**Run 1: port wiring**

Drawn at 4 px/um.
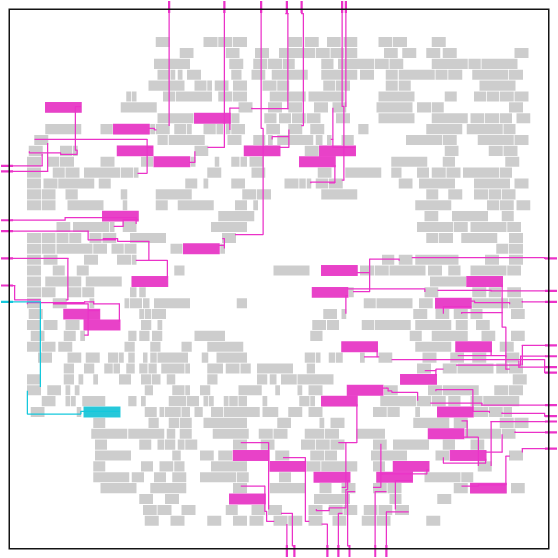
**Run 1: signal metal coverage by tile**

Drawn at 3 px/um. 27 x 27 tiles, from white (low) to dark blue (high), scaled to the fullest tile. Values are wire area over tile area, all layers added.
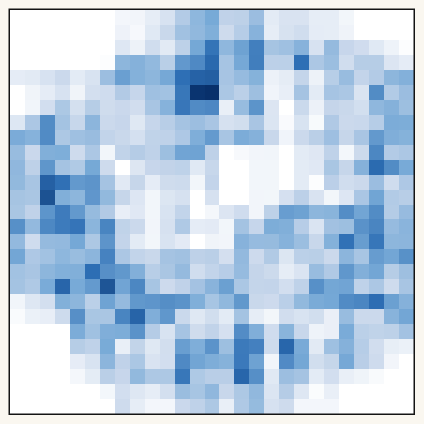
**Run 1: routing congestion**

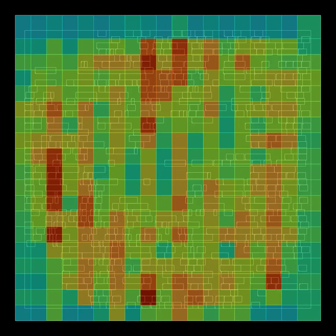
**Run 1: clock network drawn from the DEF**

Drawn at 4 px/um.
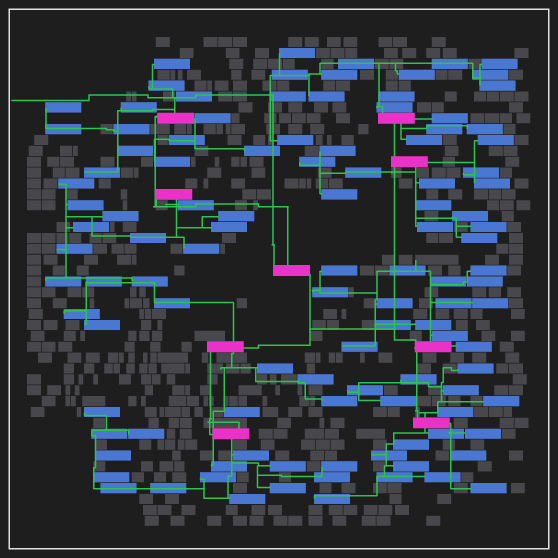
`src/rtl/id_ex_stage.sv`:
```
// ID->EX pipeline register with MIPS decode feeding the ALU operands,
// ALU opCode and the memory/writeback controls. Supports stall and flush.
module id_ex_stage #(
    parameter int N = 32
) (
    input  logic         clk,
    input  logic         reset,
    input  logic         stall,
    input  logic         flush,
    input  logic         in_valid,
    input  logic [31:0]  instr,
    input  logic [N-1:0] rs_data,
    input  logic [N-1:0] rt_data,
    output logic         ex_valid,
    output logic [N-1:0] ex_busA,
    output logic [N-1:0] ex_busB,
    output logic [3:0]   ex_opCode,
    output logic [4:0]   ex_dest,
    output logic         ex_reg_write,
    output logic         ex_mem_read,
    output logic         ex_mem_write,
    output logic [N-1:0] ex_store_data,
    output logic         ex_illegal
);

    // ALU operation encodings
    localparam logic [3:0] ALU_SLL = 4'd0;
    localparam logic [3:0] ALU_SRL = 4'd1;
    localparam logic [3:0] ALU_SRA = 4'd2;
    localparam logic [3:0] ALU_ADD = 4'd3;
    localparam logic [3:0] ALU_SUB = 4'd4;
    localparam logic [3:0] ALU_AND = 4'd5;
    localparam logic [3:0] ALU_OR  = 4'd6;
    localparam logic [3:0] ALU_XOR = 4'd7;
    localparam logic [3:0] ALU_NOR = 4'd8;
    localparam logic [3:0] ALU_SLT = 4'd9;

    logic [5:0]   opcode;
    logic [5:0]   funct;
    logic [N-1:0] imm_sx;
    logic [N-1:0] imm_zx;
    logic [N-1:0] shamt_zx;
    logic [N-1:0] lui_shift;

    assign opcode    = instr[31:26];
    assign funct     = instr[5:0];
    assign imm_zx    = {{(N-16){1'b0}}, instr[15:0]};
    assign shamt_zx  = {{(N-5){1'b0}}, instr[10:6]};
    assign lui_shift = N'(16);

    // Sign extension: low half is imm16, every upper bit copies imm16[15]
    assign imm_sx[15:0] = instr[15:0];
    genvar gi;
    generate
        for (gi = 16; gi < N; gi++) begin : g_sext
            assign imm_sx[gi] = instr[15];
        end
    endgenerate

    logic         supported;
    logic         is_store;
    logic         is_load;
    logic [N-1:0] bus_a_dec;
    logic [N-1:0] bus_b_dec;
    logic [3:0]   op_dec;
    logic [4:0]   dest_dec;

    // Instruction decode into ALU operands and controls
    always_comb begin
        supported = 1'b1;
        is_store  = 1'b0;
        is_load   = 1'b0;
        bus_a_dec = rs_data;
        bus_b_dec = rt_data;
        op_dec    = ALU_SLL;
        dest_dec  = instr[15:11];
        case (opcode)
            6'h00: begin
                case (funct)
                    6'h00: begin bus_a_dec = shamt_zx; op_dec = ALU_SLL; end
                    6'h02: begin bus_a_dec = shamt_zx; op_dec = ALU_SRL; end
                    6'h03: begin bus_a_dec = shamt_zx; op_dec = ALU_SRA; end
                    6'h04: op_dec = ALU_SLL;
                    6'h06: op_dec = ALU_SRL;
                    6'h07: op_dec = ALU_SRA;
                    6'h20, 6'h21: op_dec = ALU_ADD;
                    6'h22, 6'h23: op_dec = ALU_SUB;
                    6'h24: op_dec = ALU_AND;
                    6'h25: op_dec = ALU_OR;
                    6'h26: op_dec = ALU_XOR;
                    6'h27: op_dec = ALU_NOR;
                    6'h2A: op_dec = ALU_SLT;
                    default: supported = 1'b0;
                endcase
            end
            6'h08, 6'h09: begin bus_b_dec = imm_sx; op_dec = ALU_ADD; dest_dec = instr[20:16]; end
            6'h0A: begin bus_b_dec = imm_sx; op_dec = ALU_SLT; dest_dec = instr[20:16]; end
            6'h0C: begin bus_b_dec = imm_zx; op_dec = ALU_AND; dest_dec = instr[20:16]; end
            6'h0D: begin bus_b_dec = imm_zx; op_dec = ALU_OR;  dest_dec = instr[20:16]; end
            6'h0E: begin bus_b_dec = imm_zx; op_dec = ALU_XOR; dest_dec = instr[20:16]; end
            // LUI: ALU shifts the zero-extended immediate left by 16
            6'h0F: begin
                bus_a_dec = lui_shift;
                bus_b_dec = imm_zx;
                op_dec    = ALU_SLL;
                dest_dec  = instr[20:16];
            end
            6'h23: begin
                bus_b_dec = imm_sx;
                op_dec    = ALU_ADD;
                dest_dec  = instr[20:16];
                is_load   = 1'b1;
            end
            6'h2B: begin
                bus_b_dec = imm_sx;
                op_dec    = ALU_ADD;
                dest_dec  = instr[20:16];
                is_store  = 1'b1;
            end
            default: supported = 1'b0;
        endcase
    end

    logic         valid_next;
    logic [N-1:0] bus_a_next;
    logic [N-1:0] bus_b_next;
    logic [3:0]   op_next;
    logic [4:0]   dest_next;
    logic         reg_write_next;
    logic         mem_read_next;
    logic         mem_write_next;
    logic [N-1:0] store_data_next;
    logic         illegal_next;

    // Select between a decoded instruction and a bubble for the next load edge
    always_comb begin
        valid_next      = 1'b0;
        bus_a_next      = '0;
        bus_b_next      = '0;
        op_next         = 4'd0;
        dest_next       = 5'd0;
        reg_write_next  = 1'b0;
        mem_read_next   = 1'b0;
        mem_write_next  = 1'b0;
        store_data_next = '0;
        illegal_next    = 1'b0;
        if (in_valid) begin
            if (supported) begin
                valid_next      = 1'b1;
                bus_a_next      = bus_a_dec;
                bus_b_next      = bus_b_dec;
                op_next         = op_dec;
                dest_next       = dest_dec;
                reg_write_next  = !is_store && (dest_dec != 5'd0);
                mem_read_next   = is_load;
                mem_write_next  = is_store;
                store_data_next = rt_data;
            end else begin
                illegal_next    = 1'b1;
            end
        end
    end

    // Pipeline register: reset > flush > stall > load
    always_ff @(posedge clk or posedge reset) begin
        if (reset) begin
            ex_valid      <= 1'b0;
            ex_busA       <= '0;
            ex_busB       <= '0;
            ex_opCode     <= 4'd0;
            ex_dest       <= 5'd0;
            ex_reg_write  <= 1'b0;
            ex_mem_read   <= 1'b0;
            ex_mem_write  <= 1'b0;
            ex_store_data <= '0;
            ex_illegal    <= 1'b0;
        end else if (flush) begin
            ex_valid      <= 1'b0;
            ex_busA       <= '0;
            ex_busB       <= '0;
            ex_opCode     <= 4'd0;
            ex_dest       <= 5'd0;
            ex_reg_write  <= 1'b0;
            ex_mem_read   <= 1'b0;
            ex_mem_write  <= 1'b0;
            ex_store_data <= '0;
            ex_illegal    <= 1'b0;
        end else if (!stall) begin
            ex_valid      <= valid_next;
            ex_busA       <= bus_a_next;
            ex_busB       <= bus_b_next;
            ex_opCode     <= op_next;
            ex_dest       <= dest_next;
            ex_reg_write  <= reg_write_next;
            ex_mem_read   <= mem_read_next;
            ex_mem_write  <= mem_write_next;
            ex_store_data <= store_data_next;
            ex_illegal    <= illegal_next;
        end
    end

endmodule

```
`config.mk`:
```
export PLATFORM = sky130hd
export DESIGN_NAME = id_ex_stage
export DESIGN_NICKNAME = d
export VERILOG_FILES = /design/src/rtl/id_ex_stage.sv
export SDC_FILE = /design/constraint.sdc
export NUM_CORES = 1
export LEC_CHECK = 0
export CORE_MARGIN = 4
export CORE_UTILIZATION = 30
export DETAILED_ROUTE_END_ITERATION = 10
export SETUP_SLACK_MARGIN = 0.5
export SLEW_MARGIN = 0
export SYNTH_ARGS = -nofsm -noshare
export SYNTH_HDL_FRONTEND = slang
export SYNTH_SLANG_ARGS = --single-unit
```
`constraint.sdc`:
```
create_clock -name clk -period 4.5 [get_ports clk]
set_clock_uncertainty 0.1 [all_clocks]
set_input_delay 0.675 -clock clk [delete_from_list [all_inputs] [get_ports clk]]
set_output_delay 0.675 -clock clk [all_outputs]
set_load 0.02 [all_outputs]
```
==> flow_summary.toml, run 1 <==
# physical design summary
[power]
power_w = 0.002118
leakage_nw = 3.159

[timing]
tightest_slew_ps = 992.8
fin_crit_sh_pct = 70.24
period_minus_slack_ps = 3161
rsz0062_at_grt = "no"
slew_headroom_pct = 33.32
setup_ws_ps = 1339
clock.fmax_mhz = 316.4
setup_violations = 0

[cts]
cts_resized = 0
cts_setup_buffers = 0
path_clk_slew_ps = 70
cts_made_buffers = 9
cts_buffer_depth = 2

[logic_synthesis]
synthFlopType = "dfrtp_1"
ys_warn_count = 0
syn_avg_cell_area_sq_um = 12.37
edf_count = 0
synth_cell_type_count = 52
top_area_share_pct = 57.34
yosysTopAreaCell = "dfrtp_1"
ys_area_sq_mm = 0.004801

[setup_path]
crit_chain = "clkdlybuf4s50_1 > or3b_2 > o22a_1 > buf_4 > nor4_4 > a221o_1"
r2r_cells = 1
required_ps = 4690
critPathKind = "input pin to register"
crit_path_end = "ex_busB[17]$_DFFE_PP0P_"
crit_buf_inv = 2
crit_path_start = "instr[29]"

[cells_and_area]
layout_top_cell = "clkdlybuf4s50_1"
regArea_sq_mm = 0.002753
syn2layout_area_growth_pct = 53.45

[place]
gp_congestion = 0.7731
placedCellCount = 782
place_worst_setup_slack_ps = 992.4

[run]
cap_violations = 0
warning_count = 31

[detailed_routing]
drc_errors = 0
wire_per_inst_um = 19.42
drtPass1Iterations = 4
vias = 4090

[run_status]
status = "complete, no violations"

[global_route]
grt_pass1_wl_um = 24210
antenna_found_initial = 0
grt_max_degree = 97

[min_path]
worst_hold_startpoint = "ex_dest[2]$_DFFE_PP0P_"
Back to the opening pictures, 'port wiring':
| port | color | bits | direction | edge | end cells | wire |
|---|---|---|---|---|---|---|
| ex_busB | magenta | 32 | output | 12 right, 7 top, 7 bottom, 6 left | 32 | 1,260 um |
| ex_mem_read | cyan | 1 | output | left | 1 | 57.8 um |
I/O Buffers: 205
Top Ports: 211

Back to the opening pictures, 'signal metal coverage by tile':
nearly empty tiles: 13%
tiles over half the peak: 16%
emptiest ninth of the die: upper left
mean over tiles: 0.14

Back to the opening pictures, 'routing congestion':
total track usage: 17.10%
M1 GR Usage: 22.43%

Back to the opening pictures, 'clock network drawn from the DEF':
[flip-flops] blue | count: 110
[clock wires] green | length: 1,440 um
[clock drivers] magenta | count: 9
routed clock nets: 10

==> run 1: cell usage after synthesis (2+ instances only) <==
| library cell | instances |
|---|---|
| a21oi_1 | 4 |
| a221o_1 | 16 |
| a22o_1 | 67 |
| a31oi_1 | 2 |
| a32o_1 | 2 |
| and2_1 | 2 |
| and3b_1 | 2 |
| buf_2 | 6 |
| buf_6 | 6 |
| clkbuf_1 | 18 |
| dfrtp_1 | 110 |
| inv_1 | 3 |
| mux2i_1 | 18 |
| nand2_1 | 40 |
| nand2b_1 | 3 |
| nand3b_1 | 2 |
| nor2_1 | 9 |
| nor2b_1 | 4 |
| nor3_1 | 2 |
| nor3_4 | 2 |
| nor3b_1 | 2 |
| nor4_4 | 2 |
| o21a_1 | 2 |
| o21ai_0 | 10 |
| o21ai_2 | 19 |
| o22ai_1 | 2 |
| o31ai_1 | 5 |
| or2_2 | 3 |
| or4_1 | 2 |
==> run 1: worst min-delay path, stage by stage, from the launching register on <==
cell and delay, ps:
dfrtp_1 340, nand2_1 60, o21ai_2 50
==> run 1: state kept, by name (all words and copies together), names as in the netlist <==
name,flops
ex_busA,32
ex_busB,32
ex_dest,5
ex_illegal,1
ex_mem_read,1
ex_mem_write,1
ex_opCode,4
ex_reg_write,1
ex_store_data,32
ex_valid,1
==> run 1: layout make-up <==
type / instances / share of cell area, %
Sequential cell: 110 / 37.36
Timing Repair Buffer: 215 / 29.04
Multi-Input combinational cell: 243 / 25.42
Tap cell: 211 / 3.584
Clock buffer: 10 / 3.108
Clock inverter: 6 / 1.291
Inverter: 3 / 0.1868
==> run 1: routing by layer <==
layer / wire (um) / up-vias / share of wire, % / GRT usage [%]
met4: 316 / 0 / 2.0 / 5.204
met3: 1184 / 27 / 7.6 / 5.253
met2: 7369 / 168 / 48 / 27.32
met1: 6630 / 2032 / 43 / 22.43
met5: 0 / - / 0 / 0
li1: - / 1863 / - / -
==> run 1: worst min path at each step <==
stage	to	slack, ps	cells after the start
3_3_place_gp	ex_dest[3]$_DFFE_PP0P_	360	2
3_5_place_dp	ex_dest[2]$_DFFE_PP0P_	360	2
2_1_floorplan	ex_valid$_DFFE_PP0P_	490	2
6_report	ex_dest[2]$_DFFE_PP0P_	380	2
5_1_grt	ex_dest[2]$_DFFE_PP0P_	400	2
4_1_cts	ex_dest[2]$_DFFE_PP0P_	380	2
==> run 1: power breakdown <==
group	leakage [nW]	switching, W	total [W]	internal [W]
registers	1.53	0.00000574	0.00100	0.000998
clock network	0.151	0.000374	0.000868	0.000493
logic	1.48	0.000124	0.000247	0.000123
==> run 1: logic make-up (layout without fill, tap and decap cells) <==
logic type      Yosys count  in the layout  share of synthesized area, %
compound gates          139            139                         24.60
flops                   110            110                         57.34
mux                      19             19                         3.987
buf+inv                  35            234                         3.909
simple gates             85             85                         10.16
**Run 1: gate-type map**

Drawn at 3 px/um.
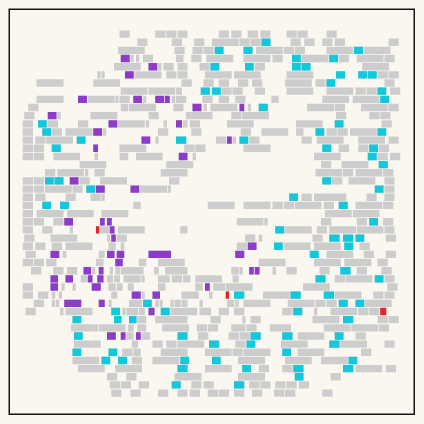

--- run 2 (diff from run 1) ---
==> constraint.sdc (replaced) <==
create_clock -name clk -period 3.3 [get_ports clk]
set_clock_uncertainty 0.1 [all_clocks]
set_input_delay 0.495 -clock clk [delete_from_list [all_inputs] [get_ports clk]]
set_output_delay 0.495 -clock clk [all_outputs]
set_load 0.02 [all_outputs]
**Run 2: gate-type map**

Drawn at 3 px/um.
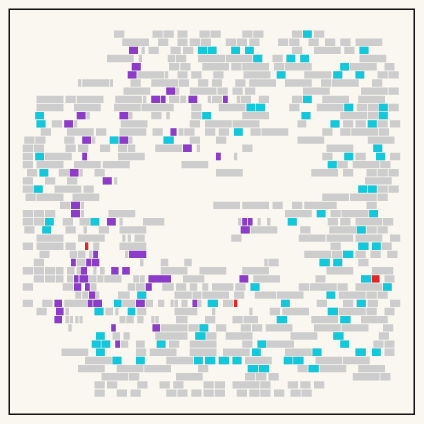
| family | color | cells | most used |
|---|---|---|---|
| non-inverting ao/oa cells | cyan | 88 | a22o_1 |
| inv cells | red | 3 | inv_1 |
| aoi and oai cells | purple | 51 | o21ai_2 |

**Run 2: clock network drawn from the DEF**

Drawn at 4 px/um.
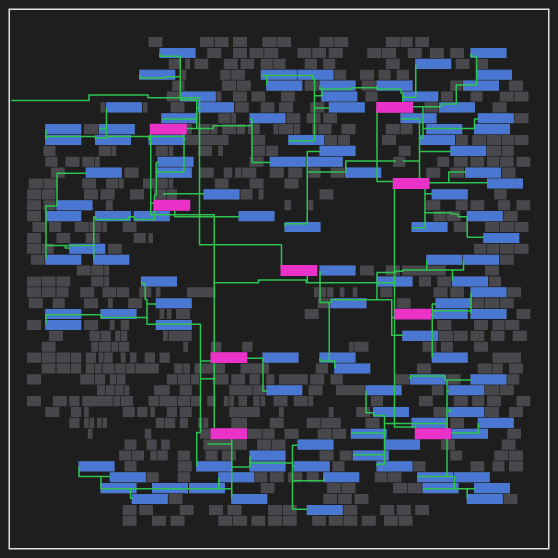
[flip-flops] blue | count: 110
[clock drivers] magenta | count: 9
[clock wires] green | length: 1,410 um
flops lie: all over the die

==> flow_summary.toml, run 2 <==
# physical design summary
[run_status]
status = "complete, no violations"

[run]
cap_violations = 0
warning_count = 33

[logic_synthesis]
ys_warn_count = 0
synth_cell_type_count = 52
syn_avg_cell_area_sq_um = 12.37
yosys.area_share.adder_pct = 0
ys_top_logic_family = "AND-OR/OR-AND gates"
edf_count = 0
ys_sh_aoi_pct = 24.60
top_area_share_pct = 57.34
synthMuxAreaShare_pct = 3.987
ys_sh_simple_pct = 10.16
most_common_cell = "dfrtp_1"

[floorplanning]
io_pins = 211

[global_route]
antenna_found_initial = 0
grt_max_degree = 111

[timing]
fin_crit_sh_pct = 78.64
setup_violations = 0
rsz0062_at_grt = "no"

[place]
placedCellCount = 788
port-buffer-count = 205

[power]
leakage_nw = 3.219

[min_path]
worst_hold_startpoint = "ex_dest[0]$_DFFE_PP0P_"
hold_path_depth = 2

[cts]
cts_resized = 0
path_clk_slew_ps = 80
cts_made_buffers = 9

[detailed_routing]
vias = 4083

[setup_path]
required_ps = 3430
critPathKind = "input pin to register"

[cells_and_area]
syn2layout_area_growth_pct = 55.82
largestRegisters = "ex_busA: 32 flops, ex_busB: 32 flops, ex_store_data: 32 flops"
run 2: cell counts after synthesis:
Identical to the previous run, type by type.
run 2: routing by layer:
| metal | share of wire [%] | GRT usage (%) | wire length, um | vias up |
|---|---|---|---|---|
| met4 | 1.7 | 5.600 | 252 | 0 |
| met2 | 48 | 26.79 | 7262 | 150 |
| met5 | 0 | 0 | 0 | - |
| met1 | 43 | 20.78 | 6385 | 2045 |
| li1 | - | - | - | 1872 |
| met3 | 7.4 | 4.657 | 1108 | 16 |
run 2: worst max-delay path by stage:
stage | start | endpoint | slack, ps | cells after the start
6_report | instr[30] | ex_busA[4]$_DFFE_PP0P_ | 700 | 6
5_1_grt | instr[28] | ex_busA[4]$_DFFE_PP0P_ | 600 | 6
4_1_cts | instr[28] | ex_busB[14]$_DFFE_PP0P_ | 610 | 7
3_5_place_dp | instr[30] | ex_busB[14]$_DFFE_PP0P_ | 240 | 7
3_3_place_gp | instr[30] | ex_busB[14]$_DFFE_PP0P_ | 260 | 7
2_1_floorplan | instr[3] | ex_busA[4]$_DFFE_PP0P_ | 950 | 6
run 2: layout make-up:
| cell class | count | area (sq um) |
|---|---|---|
| fillers | 1408 | 7946 |
| well taps | 211 | 264.0 |
| clock inverters | 6 | 118.9 |
| multi-input cells | 243 | 1871 |
| flip-flops and latches | 110 | 2753 |
| inverters | 3 | 15.01 |
| repair buffers | 221 | 2235 |
| clock buffers | 9 | 225.2 |
run 2: logic make-up (layout without fill, tap and decap cells):
kind of cell / after synthesis / count (layout)
flops: 110 / 110
simple gates: 85 / 85
compound gates: 139 / 139
mux: 19 / 19
buf+inv: 35 / 239
run 2: stage by stage:
step	util, %	hold slack (ps)	power, W
final	48.49	381.3	0.002963
after detailed placement	46.24	369.5	0.001741
after global routing	48.49	408.1	0.003083
after floorplan	-	487.9	0.001535
after global placement	46.24	362.7	0.001736
after CTS	48.48	386.3	0.003009
run 2: report_power, final:
part	switching (W)	internal, W
Sequential	0.00000766	0.00136
Combinational	0.000169	0.000174
Clock	0.000505	0.000748
run 2: critical path, delay by kind of cell:
kind                   cells  cell delay (ps)
AND-OR/OR-AND              1               70
buffers and inverters      1              580
multiplexers               1              390
AND/OR/NAND/NOR            3             1180
**Run 2: routing congestion**

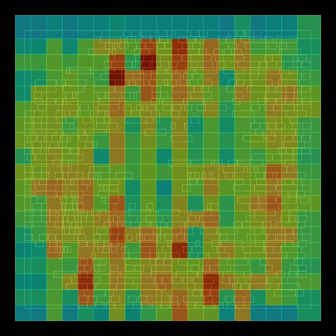

--- run 3 (diff from run 2) ---
==> constraint.sdc (replaced) <==
create_clock -name clk -period 2.6 [get_ports clk]
set_clock_uncertainty 0.1 [all_clocks]
set_input_delay 0.39 -clock clk [delete_from_list [all_inputs] [get_ports clk]]
set_output_delay 0.39 -clock clk [all_outputs]
set_load 0.02 [all_outputs]
**Run 3: routing congestion**

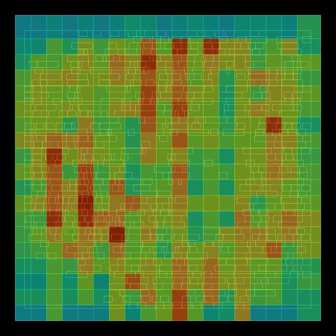
Routed wire per std cell: 18.98 um
GR Layer Usage met3: 4.881%
post-layout util: 51.22%

**Run 3: port wiring**

Drawn at 4 px/um.
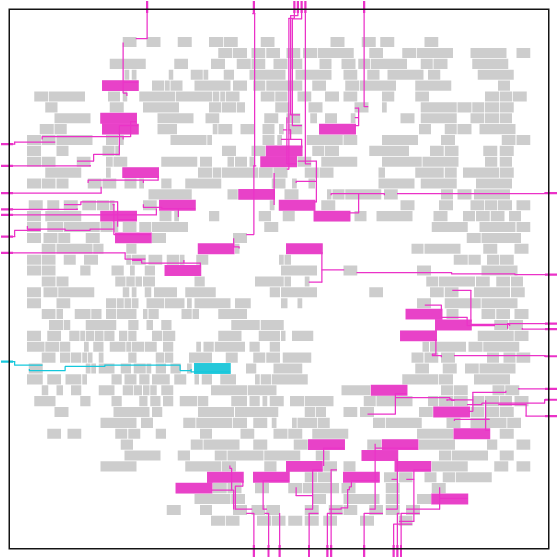
| port | color | bits | direction | edge | end cells | wire |
|---|---|---|---|---|---|---|
| ex_mem_read | cyan | 1 | output | left | 1 | 62.3 um |
| ex_busB | magenta | 32 | output | 10 bottom, 8 right, 7 top, 7 left | 32 | 1,270 um |

==> flow_summary.toml, run 3 <==
# physical design summary
[run_status]
status = "complete, no violations"

[cells_and_area]
regArea_sq_mm = 0.002753
most-common-layout-cells = "194 x clkdlybuf4s50_1, 110 x dfrtp_1, 67 x a22o_1"
syn2layout_area_growth_pct = 64.58
logic_area_sq_mm = 0.001927
fill_cells = 1381
largestRegisters = "ex_busA: 32 flops, ex_busB: 32 flops, ex_store_data: 32 flops"

[logic_synthesis]
top_area_share_pct = 57.34
syn_avg_cell_area_sq_um = 12.37
ys_warn_count = 0
most_common_cell = "dfrtp_1"
async_reset_ff_share_pct = 100.0
synthCells = 388
synth_seq_share_pct = 57.34
edf_count = 0
synth_area_sq_mm = 0.004801
synthTopCellsByArea = "dfrtp_1 57%, a22o_1 12%, mux2i_1 3.8%"
synth_cell_type_count = 52

[setup_path]
required_ps = 2730
ff2ff_setup_slack_ps = 1670
r2r_cells = 1
critPathKind = "input pin to register"

[global_route]
grt_max_degree = 75
first_global_vias = 4442
antenna_found_initial = 0

[detailed_routing]
drc_errors = 0
vias = 4222
wl_um = 15940

[cts]
path_clk_slew_ps = 70
cts_buffer_depth = 2
cts_made_buffers = 9

[floorplanning]
io_pins = 211
die_x_um = 134.5

[min_path]
worstHoldPathType = "input pin to asynchronous set/reset pin"

[timing]
tightest_slew_ps = 505.6
rsz0062_at_grt = "yes"
setup_violations = 0
slew_headroom_pct = 66.29
hold_viol = 0
setup_ws_ps = 555.4
fin_crit_sh_pct = 78.64
worst_hold_slack_ps = 290.0

[run]
warning_count = 33
cap_violations = 0

[power]
leakage_nw = 3.464

[place]
placedCellCount = 808
place_worst_setup_slack_ps = -120.0
port-buffer-count = 205
[run 3: metal layers]
layer,vias up,GRT usage (%),routed length [um]
li1,1951,-,-
met1,2084,24.10,6859
met2,171,27.54,7618
met3,16,4.881,1274
met4,0,3.903,187
met5,-,0,0
[run 3: worst max-delay path, stage by stage]
cell and delay (ps):
buf_6 90, or4_4 540, nor4_4 350, buf_4 180, nor3_4 40, buf_12 120, buf_8 130, buf_12 130
a22o_1 190
[run 3: worst max path at each step]
| stage | depth (start not counted) | slack [ps] | endpoint | startpoint |
|---|---|---|---|---|
| after floorplan | 6 | 420 | ex_busA[4]$_DFFE_PP0P_ | instr[2] |
| after global placement | 7 | -40 | ex_busB[13]$_DFFE_PP0P_ | instr[26] |
| after detailed placement | 7 | -120 | ex_busB[14]$_DFFE_PP0P_ | instr[26] |
| after CTS | 9 | 500 | ex_busA[23]$_DFFE_PP0P_ | instr[5] |
| after global routing | 9 | 500 | ex_busA[5]$_DFFE_PP0P_ | instr[5] |
| final | 9 | 560 | ex_busA[5]$_DFFE_PP0P_ | instr[5] |
[run 3: layout make-up]
cell class,count,share of cell area [%]
flip-flops and latches,110,34.84
repair buffers,257,33.14
multi-input cells,243,24.39
well taps,211,3.341
clock buffers,11,3.072
clock inverters,5,1.029
inverters,3,0.1900
[run 3: report_power, final]
part           internal (W)  leakage [nW]  switching [W]
clock network      0.000876         0.161       0.000637
registers           0.00173          1.53     0.00000993
logic              0.000250          1.77       0.000228
total               0.00285          3.46       0.000874
[run 3: what timing repair did]
action	4_1_cts	5_1_grt
hold buffers	0	0
hold endpoints to repair	0	0
setup endpoints to repair	110	34
resized	35	19
pin swaps	10	10
buffers inserted	7	6
gates cloned	3	0
[run 3: metrics by stage]
step / util (%) / total power, W / TNS [ps]
floorplan: - / 0.001953 / 0
detailed placement: 47.50 / 0.002232 / -4979
global placement: 47.50 / 0.002224 / -1029
CTS: 50.72 / 0.003770 / 0
finish: 51.22 / 0.003727 / 0
global route: 51.22 / 0.003882 / 0
[run 3: logic make-up (layout without fill, tap and decap cells)]
logic type | count (synthesis) | count (layout) | share of synthesized area (%)
AND-OR/OR-AND | 139 | 139 | 24.60
flip-flops | 110 | 110 | 57.34
AND/OR/NAND/NOR | 85 | 85 | 10.16
buffers and inverters | 35 | 276 | 3.909
multiplexers | 19 | 19 | 3.987
Power is estimated from default activity; no workload was simulated.
